$ cat config.mk
export PLATFORM = sky130hd
export DESIGN_NAME = seven_segment_scanner_flat
export DESIGN_NICKNAME = d
export VERILOG_FILES = /design/src/rtl/seven_segment_scanner_if.sv /design/src/rtl/seven_segment_scanner.sv /design/src/flat_wrapper.sv
export SDC_FILE = /design/constraint.sdc
export NUM_CORES = 1
export LEC_CHECK = 0
export ABC_AREA = 0
export CAP_MARGIN = 20
export CORE_ASPECT_RATIO = 0.8
export CORE_MARGIN = 2
export CORE_UTILIZATION = 31
export DETAILED_ROUTE_END_ITERATION = 8
export REMOVE_ABC_BUFFERS = 1
export SLEW_MARGIN = 20
export SYNTH_ARGS = -nofsm -noshare
export SYNTH_HDL_FRONTEND = slang
export SYNTH_SLANG_ARGS = --single-unit
$ cat constraint.sdc
create_clock -name clk -period 3.2 [get_ports clk]
set_clock_uncertainty 0.1 [all_clocks]
set_input_delay 0.48 -clock clk [delete_from_list [all_inputs] [get_ports clk]]
set_output_delay 0.48 -clock clk [all_outputs]
set_load 0.02 [all_outputs]
$ cat src/rtl/seven_segment_scanner_if.sv
// Connection between the I/O register file and the seven-segment scanner:
// display data and masks flow in, multiplexed pin drives flow out.
interface seven_segment_scanner_if #(
  parameter int NUM_DIGITS = 8
);
  logic [4*NUM_DIGITS-1:0] value;
  logic [NUM_DIGITS-1:0]   dp_mask;
  logic [NUM_DIGITS-1:0]   en_mask;
  logic [NUM_DIGITS-1:0]   blink_mask;
  logic                    lz_blank;
  logic                    load;
  logic [6:0]              seg;
  logic                    dp;
  logic [NUM_DIGITS-1:0]   an;
  logic                    frame_done;

  modport master (
    output value, dp_mask, en_mask, blink_mask, lz_blank, load,
    input  seg, dp, an, frame_done
  );

  modport slave (
    input  value, dp_mask, en_mask, blink_mask, lz_blank, load,
    output seg, dp, an, frame_done
  );
endinterface

$ cat src/rtl/seven_segment_scanner.sv
// Time-multiplexed common-anode seven-segment driver with guard cycle,
// blink, leading-zero blanking and frame-aligned double buffering.
module seven_segment_scanner #(
  parameter int NUM_DIGITS   = 8,
  parameter int REFRESH_DIV  = 50000,
  parameter int BLINK_FRAMES = 64
) (
  input logic                    clk,
  input logic                    rst_n,
  seven_segment_scanner_if.slave bus
);
  localparam int CW = $clog2(REFRESH_DIV);
  localparam int IW = (NUM_DIGITS > 1) ? $clog2(NUM_DIGITS) : 1;
  localparam int BW = (BLINK_FRAMES > 1) ? $clog2(BLINK_FRAMES) : 1;
  localparam int VW = 4 * NUM_DIGITS;
  localparam logic [CW-1:0] CNT_MAX = CW'(REFRESH_DIV - 1);
  localparam logic [CW-1:0] CNT_ONE = CW'(1);
  localparam logic [IW-1:0] IDX_MAX = IW'(NUM_DIGITS - 1);
  localparam logic [IW-1:0] IDX_ONE = IW'(1);
  localparam logic [BW-1:0] BLK_MAX = BW'(BLINK_FRAMES - 1);
  localparam logic [BW-1:0] BLK_ONE = BW'(1);

  function automatic logic [6:0] hex_to_seg(input logic [3:0] nib);
    logic [6:0] s;
    case (nib)
      4'h0: s = 7'h40;
      4'h1: s = 7'h79;
      4'h2: s = 7'h24;
      4'h3: s = 7'h30;
      4'h4: s = 7'h19;
      4'h5: s = 7'h12;
      4'h6: s = 7'h02;
      4'h7: s = 7'h78;
      4'h8: s = 7'h00;
      4'h9: s = 7'h10;
      4'hA: s = 7'h08;
      4'hB: s = 7'h03;
      4'hC: s = 7'h46;
      4'hD: s = 7'h21;
      4'hE: s = 7'h06;
      4'hF: s = 7'h0E;
      default: s = 7'h7F;
    endcase
    return s;
  endfunction

  logic [CW-1:0]         cnt_q, cnt_d;
  logic [IW-1:0]         idx_q, idx_d;
  logic [BW-1:0]         blk_q, blk_d;
  logic                  ph_q, ph_d;
  logic [VW-1:0]         sh_value_q, sh_value_d, ac_value_q, ac_value_d;
  logic [NUM_DIGITS-1:0] sh_dp_q, sh_dp_d, ac_dp_q, ac_dp_d;
  logic [NUM_DIGITS-1:0] sh_en_q, sh_en_d, ac_en_q, ac_en_d;
  logic [NUM_DIGITS-1:0] sh_blink_q, sh_blink_d, ac_blink_q, ac_blink_d;
  logic [6:0]            seg_q, seg_d;
  logic                  dp_q, dp_d;
  logic [NUM_DIGITS-1:0] an_q, an_d;
  logic                  frame_done_q, frame_done_d;

  logic                  wrap_s, boundary_s;
  logic [3:0]            nib_s;
  logic                  dp_bit_s, en_bit_s, blink_bit_s;
  logic                  hi_zero_s, lz_hit_s, blank_s;
  logic [NUM_DIGITS-1:0] sel_s;

  // Scan counters, double buffer and blink phase next-state
  always_comb begin
    wrap_s     = (cnt_q == CNT_MAX);
    boundary_s = wrap_s && (idx_q == IDX_MAX);
    cnt_d      = wrap_s ? {CW{1'b0}} : (cnt_q + CNT_ONE);
    if (wrap_s) begin
      idx_d = (idx_q == IDX_MAX) ? {IW{1'b0}} : (idx_q + IDX_ONE);
    end else begin
      idx_d = idx_q;
    end
    if (bus.load) begin
      sh_value_d = bus.value;
      sh_dp_d    = bus.dp_mask;
      sh_en_d    = bus.en_mask;
      sh_blink_d = bus.blink_mask;
    end else begin
      sh_value_d = sh_value_q;
      sh_dp_d    = sh_dp_q;
      sh_en_d    = sh_en_q;
      sh_blink_d = sh_blink_q;
    end
    // Active set only changes at the frame boundary, so a frame is never mixed
    if (boundary_s) begin
      ac_value_d = sh_value_q;
      ac_dp_d    = sh_dp_q;
      ac_en_d    = sh_en_q;
      ac_blink_d = sh_blink_q;
    end else begin
      ac_value_d = ac_value_q;
      ac_dp_d    = ac_dp_q;
      ac_en_d    = ac_en_q;
      ac_blink_d = ac_blink_q;
    end
    if (boundary_s) begin
      blk_d = (blk_q == BLK_MAX) ? {BW{1'b0}} : (blk_q + BLK_ONE);
      ph_d  = (blk_q == BLK_MAX) ? ~ph_q : ph_q;
    end else begin
      blk_d = blk_q;
      ph_d  = ph_q;
    end
    frame_done_d = boundary_s;
  end

  // Select the current digit and decode the pin drive for the next cycle
  always_comb begin
    nib_s       = 4'h0;
    dp_bit_s    = 1'b0;
    en_bit_s    = 1'b0;
    blink_bit_s = 1'b0;
    hi_zero_s   = 1'b1;
    lz_hit_s    = 1'b0;
    sel_s       = {NUM_DIGITS{1'b0}};
    // Walk from the top digit down so hi_zero_s covers this nibble and all above
    for (int i = NUM_DIGITS - 1; i >= 0; i--) begin
      hi_zero_s = hi_zero_s && (ac_value_q[4*i +: 4] == 4'h0);
      if (idx_q == IW'(i)) begin
        sel_s[i]    = 1'b1;
        nib_s       = ac_value_q[4*i +: 4];
        dp_bit_s    = ac_dp_q[i];
        en_bit_s    = ac_en_q[i];
        blink_bit_s = ac_blink_q[i];
        lz_hit_s    = bus.lz_blank && (i != 0) && hi_zero_s;
      end else begin
        sel_s[i] = 1'b0;
      end
    end
    blank_s = (ph_q && blink_bit_s) || lz_hit_s;
    if (wrap_s || !en_bit_s) begin
      an_d  = {NUM_DIGITS{1'b1}};
      seg_d = 7'h7F;
      dp_d  = 1'b1;
    end else begin
      an_d  = ~sel_s;
      seg_d = blank_s ? 7'h7F : hex_to_seg(nib_s);
      dp_d  = blank_s ? 1'b1 : ~dp_bit_s;
    end
  end

  // All state and registered pin drives
  always_ff @(posedge clk or negedge rst_n) begin
    if (!rst_n) begin
      cnt_q        <= {CW{1'b0}};
      idx_q        <= {IW{1'b0}};
      blk_q        <= {BW{1'b0}};
      ph_q         <= 1'b0;
      sh_value_q   <= {VW{1'b0}};
      sh_dp_q      <= {NUM_DIGITS{1'b0}};
      sh_en_q      <= {NUM_DIGITS{1'b0}};
      sh_blink_q   <= {NUM_DIGITS{1'b0}};
      ac_value_q   <= {VW{1'b0}};
      ac_dp_q      <= {NUM_DIGITS{1'b0}};
      ac_en_q      <= {NUM_DIGITS{1'b0}};
      ac_blink_q   <= {NUM_DIGITS{1'b0}};
      seg_q        <= 7'h7F;
      dp_q         <= 1'b1;
      an_q         <= {NUM_DIGITS{1'b1}};
      frame_done_q <= 1'b0;
    end else begin
      cnt_q        <= cnt_d;
      idx_q        <= idx_d;
      blk_q        <= blk_d;
      ph_q         <= ph_d;
      sh_value_q   <= sh_value_d;
      sh_dp_q      <= sh_dp_d;
      sh_en_q      <= sh_en_d;
      sh_blink_q   <= sh_blink_d;
      ac_value_q   <= ac_value_d;
      ac_dp_q      <= ac_dp_d;
      ac_en_q      <= ac_en_d;
      ac_blink_q   <= ac_blink_d;
      seg_q        <= seg_d;
      dp_q         <= dp_d;
      an_q         <= an_d;
      frame_done_q <= frame_done_d;
    end
  end

  assign bus.seg        = seg_q;
  assign bus.dp         = dp_q;
  assign bus.an         = an_q;
  assign bus.frame_done = frame_done_q;
endmodule

$ cat src/flat_wrapper.sv
// flat-port wrapper written by rule: the top's interface ports become plain ports
module seven_segment_scanner_flat 
#(
  parameter int NUM_DIGITS   = 8,
  parameter int REFRESH_DIV  = 50000,
  parameter int BLINK_FRAMES = 64
)
  (clk, rst_n, bus_value, bus_dp_mask, bus_en_mask, bus_blink_mask, bus_lz_blank, bus_load, bus_seg, bus_dp, bus_an, bus_frame_done);
  seven_segment_scanner_if #(.NUM_DIGITS(NUM_DIGITS)) bus_i ();
  input logic clk;
  input logic rst_n;
  input wire logic [$bits(bus_i.value)-1:0] bus_value;
  input wire logic [$bits(bus_i.dp_mask)-1:0] bus_dp_mask;
  input wire logic [$bits(bus_i.en_mask)-1:0] bus_en_mask;
  input wire logic [$bits(bus_i.blink_mask)-1:0] bus_blink_mask;
  input wire logic [$bits(bus_i.lz_blank)-1:0] bus_lz_blank;
  input wire logic [$bits(bus_i.load)-1:0] bus_load;
  output wire logic [$bits(bus_i.seg)-1:0] bus_seg;
  output wire logic [$bits(bus_i.dp)-1:0] bus_dp;
  output wire logic [$bits(bus_i.an)-1:0] bus_an;
  output wire logic [$bits(bus_i.frame_done)-1:0] bus_frame_done;
  assign bus_i.value = bus_value;
  assign bus_i.dp_mask = bus_dp_mask;
  assign bus_i.en_mask = bus_en_mask;
  assign bus_i.blink_mask = bus_blink_mask;
  assign bus_i.lz_blank = bus_lz_blank;
  assign bus_i.load = bus_load;
  assign bus_seg = bus_i.seg;
  assign bus_dp = bus_i.dp;
  assign bus_an = bus_i.an;
  assign bus_frame_done = bus_i.frame_done;
  seven_segment_scanner #(.NUM_DIGITS(NUM_DIGITS), .REFRESH_DIV(REFRESH_DIV), .BLINK_FRAMES(BLINK_FRAMES)) u_core (.clk(clk), .rst_n(rst_n), .bus(bus_i));
endmodule
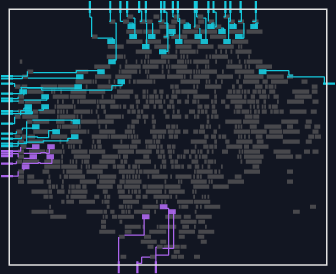
Run 1: wires at chosen ports, followed through buffers
legend:
  purple:
    port: `bus_blink_mask`
    bits: 8
    direction: input
    end_cells: 8
    wire: 200 µm
  cyan:
    port: `bus_value`
    bits: 32
    direction: input
    end_cells: 32
    wire: 726 µm
Top Ports: 77
tally of buffers added on design ports: 76

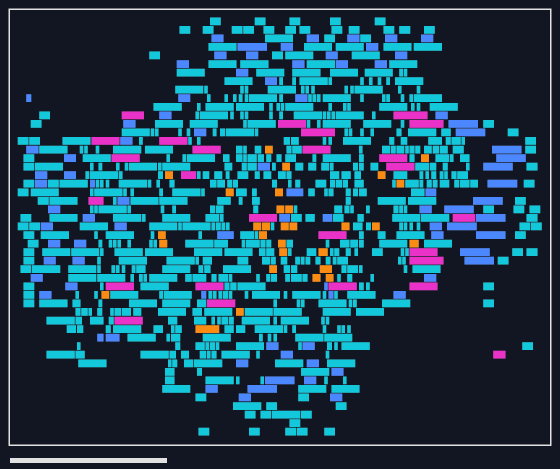
Run 1: sizing map
The bar under the picture is 50 µm long.
legend:
  cyan:
    size: x1 and smaller
    cells: 630
    most_used: nand2_1
  blue:
    size: x2
    cells: 85
    most_used: mux2_2
  orange:
    size: x3 and x4
    cells: 30
    most_used: buf_4
  magenta:
    size: x6 and larger
    cells: 26
    most_used: clkbuf_16
Buffers, non-clock: 103
final design instance area without fill: 8840 µm²

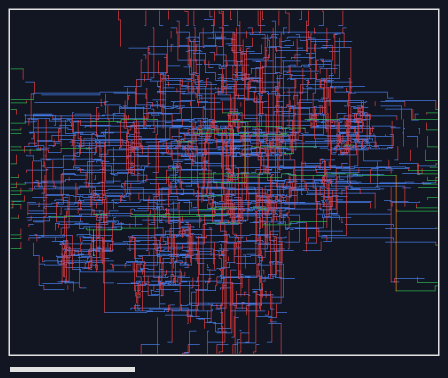
Run 1: wiring by layer
The bar under the picture is 50 µm long.
legend:
  green:
    layer: M3
    wire_length: 749 µm
  orange:
    layer: M4
    wire_length: 96.6 µm
  blue:
    layer: M1
    wire_length: 8490 µm
  red:
    layer: M2
    wire_length: 7070 µm
GRT Total Usage: 14.5%
post-DR wirelength/cell: 15.2 µm
vias after detailed routing: 5191

==> impl_metrics.tcl, run 1 <==
# metrics dict for downstream scripts
set metrics [dict create \
    post_synth_instance_area_um2 6980 \
    grt_max_degree 55 \
    slew_headroom_pct 51.0 \
    clockRootBuffer "sky130_fd_sc_hd__clkbuf_16" \
    crit_path_end_kind "flip-flop" \
    run_status "finished, final reports clean" \
    clkPwrFrac_pct 48.5 \
    cp-start-kind "flip-flop" \
    tritoncts "built" \
    number_of_iterations_in_the_first_detailed_routing_pass 5 \
    worstSetupPathType "reg2reg" \
    drt-initial-drc-count 366 \
    cts_made_buffers 17 \
    routabilityCongestion 0.885 \
    yosysWarnings 0 \
    syn_avg_cell_area_um2 10.4 \
    postSynth.asyncResetShare_pct 100 \
    worst_ep_required_time_ns 3.44 \
    crit_arrival_ns 3.17 \
    num_antenna_cells 0 \
    dominantRegCellSynth "sky130_fd_sc_hd__dfrtp_1" \
    grt-ovfl-total 0 \
    simple_gate_share_pct 17.2 \
    power-per-cell-area_nw_per_um2 501 \
    post-place-cells 1044 \
    worstSetupStartpoint "u_core.idx_q[0]" \
    report.final.slew_viol_count 0 \
    total_die_area_um2 23700 \
    avgViaCountPerCell 4.82 \
    post_synth_tally_of_flip_flops_with_integrated_enable 0 \
    netlist_instances 669 \
    tool_warnings 34 \
    drt_drc_violations_left 0 \
    cts_max_path_buffers 2 \
    layout.cells.most_common_list "sky130_fd_sc_hd__nand2_1, sky130_fd_sc_hd__dfrtp_1, sky130_fd_sc_hd__clkdlybuf4s50_1, sky130_fd_sc_hd__mux2_2, sky130_fd_sc_hd__a21oi_1" \
    finish.utilization_pct 39.6 \
    switching_fraction_of_total_power_pct 20.7 \
    gate_power_share_pct 4.8 \
]
## run 1: layer usage
metal	share of wire (%)	global-route usage (%)
met4	0.59	3.54
met1	52	22.0
met5	0	0
met3	4.6	3.44
met2	43	20.8
## run 1: flip-flops by register name, indices dropped and copies added, names as in the netlist
register               count
u_core.ac_value_q         32
u_core.ph_q                1
u_core.sh_value_q         32
u_core.bus.seg             7
u_core.sh_dp_q             8
u_core.blk_q               6
u_core.ac_en_q             8
u_core.ac_blink_q          8
u_core.bus.frame_done      1
u_core.bus.dp              1
u_core.sh_blink_q          8
u_core.cnt_q              16
u_core.bus.an              8
u_core.idx_q               3
u_core.ac_dp_q             8
u_core.sh_en_q             8
## run 1: power groups by stage
| stage | combinational (mW) | clock (mW) | sequential, mW |
|---|---|---|---|
| final | 0.212 | 2.15 | 2.07 |
| after global routing | 0.235 | 2.27 | 2.08 |
| after CTS | 0.219 | 2.19 | 2.07 |
| after detailed placement | 0.217 | 0 | 2.11 |
| after global placement | 0.215 | 0 | 2.10 |
| after floorplan | 0.0755 | 0 | 2.09 |
## run 1: cell type report
cell class                 instances  area share, %
clock buffer                      21           5.21
clock inverter                    11           1.90
inverter                          17          0.722
multi-input combinational        464           32.6
sequential                       155           44.1
tap                              306           4.33
timing repair buffer             103           11.2
## run 1: through the flow
stage                     hold WS [ns]  area [µm²]  worst slack, ns
final                            0.369        8840            0.262
after detailed placement         0.358        8190            0.163
after global routing             0.386        8840           0.0313
after CTS                        0.370        8830            0.133
after floorplan                 0.0844        6830           -0.113
after global placement           0.353        8190            0.261
## run 1: critical path, stage by stage (launching register included)
cell                        delay, ns
sky130_fd_sc_hd__dfrtp_1         0.39
sky130_fd_sc_hd__inv_1           0.09
sky130_fd_sc_hd__ha_1            0.33
sky130_fd_sc_hd__a221o_1         0.37
sky130_fd_sc_hd__a2111oi_2       0.38
sky130_fd_sc_hd__o32a_1          0.25
sky130_fd_sc_hd__inv_1           0.11
sky130_fd_sc_hd__ha_1            0.29
sky130_fd_sc_hd__a21oi_1         0.13
sky130_fd_sc_hd__o21a_1          0.18
sky130_fd_sc_hd__a211oi_1        0.06
sky130_fd_sc_hd__o21ai_0         0.18
## run 1: what timing repair did
item | in CTS | in global routing
endpoints found under the hold margin | 44 | 0
gates resized | 0 | 3
hold buffers | 1 | 0
setup endpoints to repair | 0 | 2
## run 1: worst min path at each step
| stage | from | endpoint | cells after the start |
|---|---|---|---|
| after floorplan | rst_n | u_core.ac_blink_q[0] | 0 |
| after global placement | u_core.sh_blink_q[3] | u_core.ac_blink_q[3] | 2 |
| after detailed placement | u_core.sh_value_q[16] | u_core.ac_value_q[16] | 2 |
| after CTS | u_core.sh_value_q[5] | u_core.ac_value_q[5] | 2 |
| after global routing | u_core.sh_value_q[31] | u_core.ac_value_q[31] | 2 |
| final | u_core.sh_value_q[16] | u_core.ac_value_q[16] | 2 |
## run 1: cell families after synthesis
logic type,count (synthesis)
flops,155
xor+xnor,15
buf+inv,50
compound gates,101
mux,61
fa+ha+maj,14
simple gates,273
--- run 2 (diff from run 1) ---
--- a/config.mk
+++ b/config.mk
@@ -11,6 +11,7 @@
 export CORE_MARGIN = 2
 export CORE_UTILIZATION = 31
 export DETAILED_ROUTE_END_ITERATION = 8
+export PLACE_DENSITY = 0.54
 export REMOVE_ABC_BUFFERS = 1
 export SLEW_MARGIN = 20
 export SYNTH_ARGS = -nofsm -noshare
==> constraint.sdc (replaced) <==
create_clock -name clk -period 3.8 [get_ports clk]
set_clock_uncertainty 0.1 [all_clocks]
set_input_delay 0.57 -clock clk [delete_from_list [all_inputs] [get_ports clk]]
set_output_delay 0.57 -clock clk [all_outputs]
set_load 0.02 [all_outputs]
==> impl_metrics.tcl, run 2 <==
# metrics dict for downstream scripts
set metrics [dict create \
    drt_drc_violations_left 0 \
    design.portCount 77 \
    crit_path_end_kind "flip-flop" \
    avgViaCountPerCell 4.77 \
    layout.cells.most_common_list "sky130_fd_sc_hd__nand2_1, sky130_fd_sc_hd__dfrtp_1, sky130_fd_sc_hd__clkdlybuf4s50_1, sky130_fd_sc_hd__mux2_2, sky130_fd_sc_hd__a21oi_1" \
    cts.reportedPaths.clkPinSlew_ns 0.06 \
    routabilityCongestion 0.857 \
    crit_arrival_ns 3.43 \
    fmax_ghz 0.310 \
    rsz0062_at_grt "false" \
    max_stage_delay_ns 0.44 \
    power-per-cell-area_nw_per_um2 410 \
    floorplan.initialDensity_pct 31.3 \
    post_synth_tally_of_flip_flops_with_integrated_enable 0 \
    total_die_area_um2 23700 \
    yosysMostFrequentCell "sky130_fd_sc_hd__nand2_1" \
    path_depth 11 \
    grt_max_degree 81 \
    dominantRegCellSynth "sky130_fd_sc_hd__dfrtp_1" \
    yosysWarnings 0 \
    worstSetupStartpoint "u_core.idx_q[1]" \
    critical_path_cell_sequence "inv_1, ha_1, buf_4, o21ba_2, a2111oi_0, o32a_1, inv_1, ha_1, a21oi_1, o21a_1, o311ai_0" \
    pre_cts_ws_ns 0.651 \
    via_count 5088 \
    number_of_iterations_in_the_first_detailed_routing_pass 5 \
    cp_max_fo 26 \
    post_cts_resize_count 0 \
    crit_family "AND-OR/OR-AND gates" \
    tritoncts "built" \
    antenna_violating_nets_post_route 0 \
    tool_warnings 34 \
    number_of_buffers_inserted_for_hold_repair_after_clock_tree_synthesis 0 \
    ys_cells 669 \
    h-tree-depth 4 \
    clockRootBuffer "sky130_fd_sc_hd__clkbuf_16" \
    postSynth.asyncResetShare_pct 100 \
    half_perimeter_wire_length_after_placement_mm 11.1 \
    grt_use_total_pct 14.5 \
    top_cells_by_count "sky130_fd_sc_hd__nand2_1, sky130_fd_sc_hd__dfrtp_1, sky130_fd_sc_hd__mux2_2" \
    post-place-cells 1035 \
    cts_max_path_buffers 2 \
    die_w_um 172 \
    netlist_instances 669 \
    num_antenna_cells 0 \
    postRouteWirelength_mm 16.3 \
    slew_headroom_pct 48.3 \
    floorplan.rows 49 \
    worst_ep_required_time_ns 4.01 \
    worstSetupPathType "reg2reg" \
    drt-initial-drc-count 387 \
    design.final.nets 822 \
    worstPathBufferInverterCount 3 \
    place.port_buffers 76 \
    report.final.slew_viol_count 0 \
    route.detailed.wl_per_inst_um 15.2 \
    post_synth_instance_area_um2 6980 \
    fin_cells 1067 \
    cts_made_buffers 17 \
    syn_avg_cell_area_um2 10.4 \
    cp-start-kind "flip-flop" \
    die_height_um 138 \
    crit_slowest_cell "sky130_fd_sc_hd__a2111oi_0" \
    grt-ovfl-total 0 \
    dpl-instance-area_um2 8140 \
    reg.largest.list "u_core.ac_value_q x32, u_core.sh_value_q x32, u_core.cnt_q x16" \
    run_status "finished, final reports clean" \
]
==> run 2: through the flow <==
step | utilization, % | hold WS (ns)
finish | 39.0 | 0.0695
global route | 39.0 | 0.150
CTS | 39.0 | 0.104
detailed placement | 36.5 | 0.358
global placement | 36.5 | 0.348
floorplan | - | 0.174
==> run 2: power by group <==
group,internal [mW],switching (mW)
sequential,1.71,0.0332
clock,0.978,0.670
combinational,0.111,0.0658
==> run 2: logic make-up (layout without fill, tap and decap cells) <==
family,count (synthesis),in the layout,synth area share (%)
DFF,155,155,55.8
muxes,61,61,9.77
buffers and inverters,50,142,3.06
adders and majority gates,14,14,2.51
and+or+nand+nor,273,273,17.2
AOI/OAI and AO/OA,101,101,9.79
xor gates and xnor gates,15,15,1.88
==> run 2: final cells by class <==
cell class,count,share of cell area [%]
flip-flops and latches,155,44.8
multi-input cells,464,32.9
repair buffers,93,10.6
clock buffers,20,5.13
well taps,306,4.40
clock inverters,12,1.44
inverters,17,0.733
==> run 2: how the worst max path moves through the flow <==
stage,to,slack [ns]
finish,u_core.bus.seg[1],0.57
global route,u_core.bus.seg[3],0.34
floorplan,u_core.blk_q[5],0.49
global placement,u_core.bus.seg[1],0.79
CTS,u_core.bus.seg[1],0.62
detailed placement,u_core.bus.seg[1],0.65
==> run 2: per-layer routing <==
layer	part of all wire [%]	GRT usage [%]	vias up	routed length, µm
li1	-	-	2458	-
met1	51	22.3	2464	8360
met2	41	19.2	143	6710
met3	5.7	3.86	23	922
met4	1.6	5.13	0	259
met5	0	0	-	0
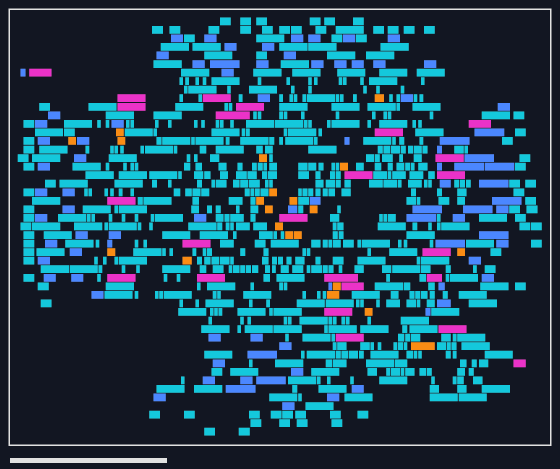
Run 2: sizing map
The bar under the picture is 50 µm long.
legend:
  blue:
    size: x2
    cells: 85
    most_used: mux2_2
  orange:
    size: x3 and x4
    cells: 21
    most_used: buf_4
  magenta:
    size: x6 and larger
    cells: 24
    most_used: clkbuf_16
  cyan:
    size: x1 and smaller
    cells: 631
    most_used: nand2_1
Buffers, non-clock: 93
Final WS setup: 0.574 ns
post-synthesis to final-layout area growth: 24.7%
final design instance area without fill: 8710 µm²

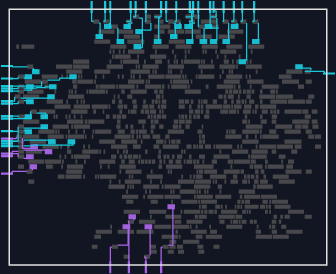
Run 2: wires at chosen ports, followed through buffers
legend:
  cyan:
    port: `bus_value`
    bits: 32
    direction: input
    end_cells: 32
    wire: 554 µm
  purple:
    port: `bus_blink_mask`
    bits: 8
    direction: input
    end_cells: 8
    wire: 160 µm

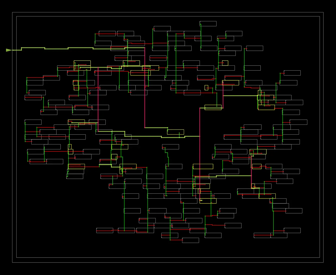
Run 2: clock wiring as the flow saved it
Num Clock Sinks: 155
insertion delay at the late pin of the worst-skew pair: 0.43 ns

--- run 3 (diff from run 2) ---
==> constraint.sdc (replaced) <==
create_clock -name clk -period 3.1 [get_ports clk]
set_clock_uncertainty 0.1 [all_clocks]
set_input_delay 0.465 -clock clk [delete_from_list [all_inputs] [get_ports clk]]
set_output_delay 0.465 -clock clk [all_outputs]
set_load 0.02 [all_outputs]
==> impl_metrics.tcl, run 3 <==
# metrics dict for downstream scripts
set metrics [dict create \
    worst_ep_required_time_ns 3.34 \
    drt_drc_violations_left 0 \
    tool_warnings 34 \
    place.port_buffers 76 \
    number_of_iterations_in_the_first_detailed_routing_pass 4 \
    slew_headroom_pct 52.9 \
    power.internal_mw 3.57 \
    floorplan.initialDensity_pct 31.3 \
    syn_avg_cell_area_um2 10.4 \
    layout.cells.most_common_list "sky130_fd_sc_hd__nand2_1, sky130_fd_sc_hd__dfrtp_1, sky130_fd_sc_hd__clkdlybuf4s50_1, sky130_fd_sc_hd__mux2_2, sky130_fd_sc_hd__a21oi_1" \
    postSynth.asyncResetShare_pct 100 \
    design.portCount 77 \
    drt-initial-drc-count 295 \
    top_cells_by_count "sky130_fd_sc_hd__nand2_1, sky130_fd_sc_hd__dfrtp_1, sky130_fd_sc_hd__mux2_2" \
    half_perimeter_wire_length_after_placement_mm 11.6 \
    grt_max_degree 91 \
    design.final.nets 835 \
    total_die_area_um2 23700 \
    die_height_um 138 \
    floorplan.rows 49 \
    yosysMostFrequentCell "sky130_fd_sc_hd__nand2_1" \
    dominantRegCellSynth "sky130_fd_sc_hd__dfrtp_1" \
    run_status "finished, final reports clean" \
    finish.utilization_pct 39.7 \
    cts.reportedPaths.clkPinSlew_ns 0.06 \
    route.detailed.wl_per_inst_um 15.2 \
    grt-ovfl-total 0 \
    die_w_um 172 \
    via_count 5073 \
    report.final.slew_viol_count 0 \
    post_synth_tally_of_flip_flops_with_integrated_enable 0 \
    gate_power_share_pct 4.8 \
    crit_path_end_kind "flip-flop" \
    cp_max_fo 14 \
    yosysWarnings 0 \
    fin_cells 1080 \
    reg.largest.list "u_core.ac_value_q x32, u_core.sh_value_q x32, u_core.cnt_q x16" \
    tritoncts "built" \
    postRouteWirelength_mm 16.5 \
    cts_max_path_buffers 2 \
    post-place-cells 1047 \
    netlist_instances 669 \
    cts_made_buffers 17 \
    crit_arrival_ns 3.06 \
    sequential_fraction_of_design_power_pct 47.3 \
]
[run 3: cell counts after synthesis]
No cell type changed its count.
[run 3: worst paths after layout]
path / from / to / slack [ns] / cells after the start
worst min-delay path: u_core.sh_en_q[6] / u_core.ac_en_q[6] / 0.37 / 2
worst min register to register: u_core.sh_en_q[6] / u_core.ac_en_q[6] / 0.37 / 2
min in group asynchronous: rst_n / u_core.sh_en_q[0] / 0.38 / 2
max in group asynchronous: rst_n / u_core.bus.an[2] / 1.72 / 3
worst max register to register: u_core.idx_q[0] / u_core.bus.seg[3] / 0.27 / 13
worst max-delay path: u_core.idx_q[0] / u_core.bus.seg[3] / 0.27 / 13
[run 3: final cells by class]
| type | count | share of cell area (%) |
|---|---|---|
| tap | 306 | 4.32 |
| inverter | 17 | 0.720 |
| clock buffer | 22 | 5.35 |
| multi-input combinational | 464 | 32.6 |
| timing repair buffer | 106 | 11.4 |
| clock inverter | 10 | 1.58 |
| sequential | 155 | 44.0 |
[run 3: metrics by stage]
step | power (mW) | worst slack [ns] | hold slack (ns)
CTS | 4.58 | 0.0369 | 0.366
global placement | 2.40 | 0.0468 | 0.251
floorplan | 2.24 | -0.213 | 0.0694
detailed placement | 2.40 | -0.0231 | 0.248
finish | 4.52 | 0.273 | 0.368
global route | 4.70 | 0.0575 | 0.395
[run 3: cell families (layout without fill, tap and decap cells)]
kind of cell             count (synthesis)  in the layout  share of synthesized area (%)
XOR/XNOR                                15             15                           1.88
adder cells (fa/ha/maj)                 14             14                           2.51
AND/OR/NAND/NOR                        273            273                           17.2
flip-flops                             155            155                           55.8
buffers and inverters                   50            155                           3.06
multiplexers                            61             61                           9.77
AND-OR/OR-AND                          101            101                           9.79
[run 3: repair_timing]
| item | in CTS | in global routing |
|---|---|---|
| hold buffers | 1 | 0 |
| endpoints found under the hold margin | 15 | 0 |
| resized | 1 | 6 |
| endpoints found under the setup margin | 1 | 3 |
[run 3: per-layer routing]
metal / track usage (%) / vias up / wire (µm)
li1: - / 2488 / -
met5: 0 / - / 0
met2: 21.1 / 101 / 7150
met4: 4.69 / 0 / 83
met1: 22.2 / 2478 / 8480
met3: 2.83 / 6 / 746
[run 3: critical path, cell delays in order, from the launching register on]
cell and delay [ns]:
sky130_fd_sc_hd__dfrtp_2 0.41, sky130_fd_sc_hd__inv_1 0.09, sky130_fd_sc_hd__ha_1 0.26, sky130_fd_sc_hd__buf_4 0.21, sky130_fd_sc_hd__a221o_1 0.31, sky130_fd_sc_hd__a211oi_1 0.28, sky130_fd_sc_hd__o32ai_1 0.14, sky130_fd_sc_hd__buf_4 0.17
sky130_fd_sc_hd__inv_1 0.11, sky130_fd_sc_hd__ha_1 0.20, sky130_fd_sc_hd__nand3_1 0.07, sky130_fd_sc_hd__o21ai_0 0.18, sky130_fd_sc_hd__a211oi_1 0.06, sky130_fd_sc_hd__o21ai_0 0.16
[run 3: power by group through the flow]
stage | sequential (mW) | combinational [mW] | clock, mW
2_1_floorplan | 2.16 | 0.0779 | 0
4_1_cts | 2.14 | 0.224 | 2.22
3_3_place_gp | 2.18 | 0.220 | 0
6_report | 2.14 | 0.217 | 2.17
3_5_place_dp | 2.18 | 0.222 | 0
5_1_grt | 2.15 | 0.240 | 2.31
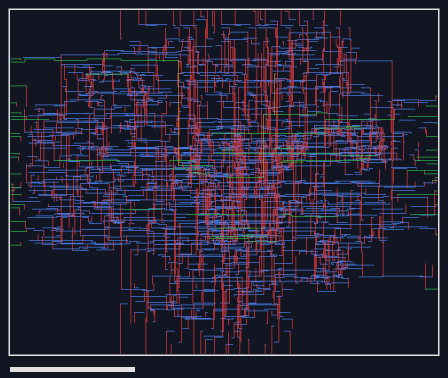
Run 3: wiring by layer
The bar under the picture is 50 µm long.
legend:
  red:
    layer: M2
    wire_length: 7150 µm
  green:
    layer: M3
    wire_length: 747 µm
  blue:
    layer: M1
    wire_length: 8480 µm
  orange:
    layer: M4
    wire_length: 83.6 µm

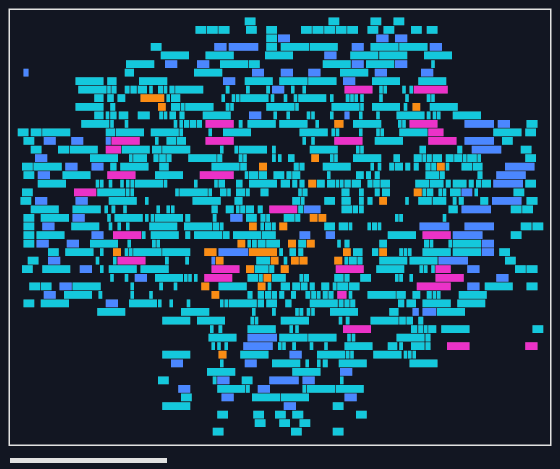
Run 3: sizing map
The bar under the picture is 50 µm long.
legend:
  magenta:
    size: x6 and larger
    cells: 27
    most_used: clkbuf_16
  blue:
    size: x2
    cells: 84
    most_used: mux2_2
  cyan:
    size: x1 and smaller
    cells: 629
    most_used: nand2_1
  orange:
    size: x3 and x4
    cells: 34
    most_used: buf_4

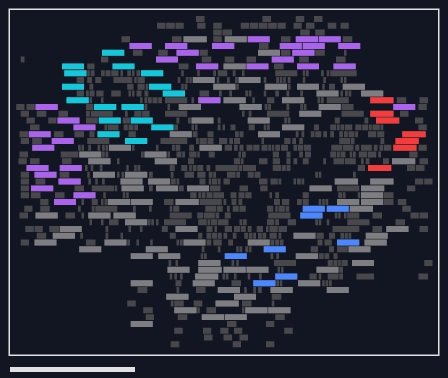
Run 3: sequential cells colored by netlist name
The bar under the picture is 50 µm long. Other sequential cells in the stronger gray, the rest of the logic in the fainter gray.
legend:
  cyan:
    netlist_name: `u_core.cnt_q`
    placed_flops: 16
    where: top left
  blue:
    netlist_name: `u_core.ac_en_q`
    placed_flops: 8
  purple:
    netlist_name: `u_core.sh_value_q`
    placed_flops: 32
  red:
    netlist_name: `u_core.bus.seg`
    placed_flops: 7

No activity file was given, so power comes from the tool's default toggle rates.
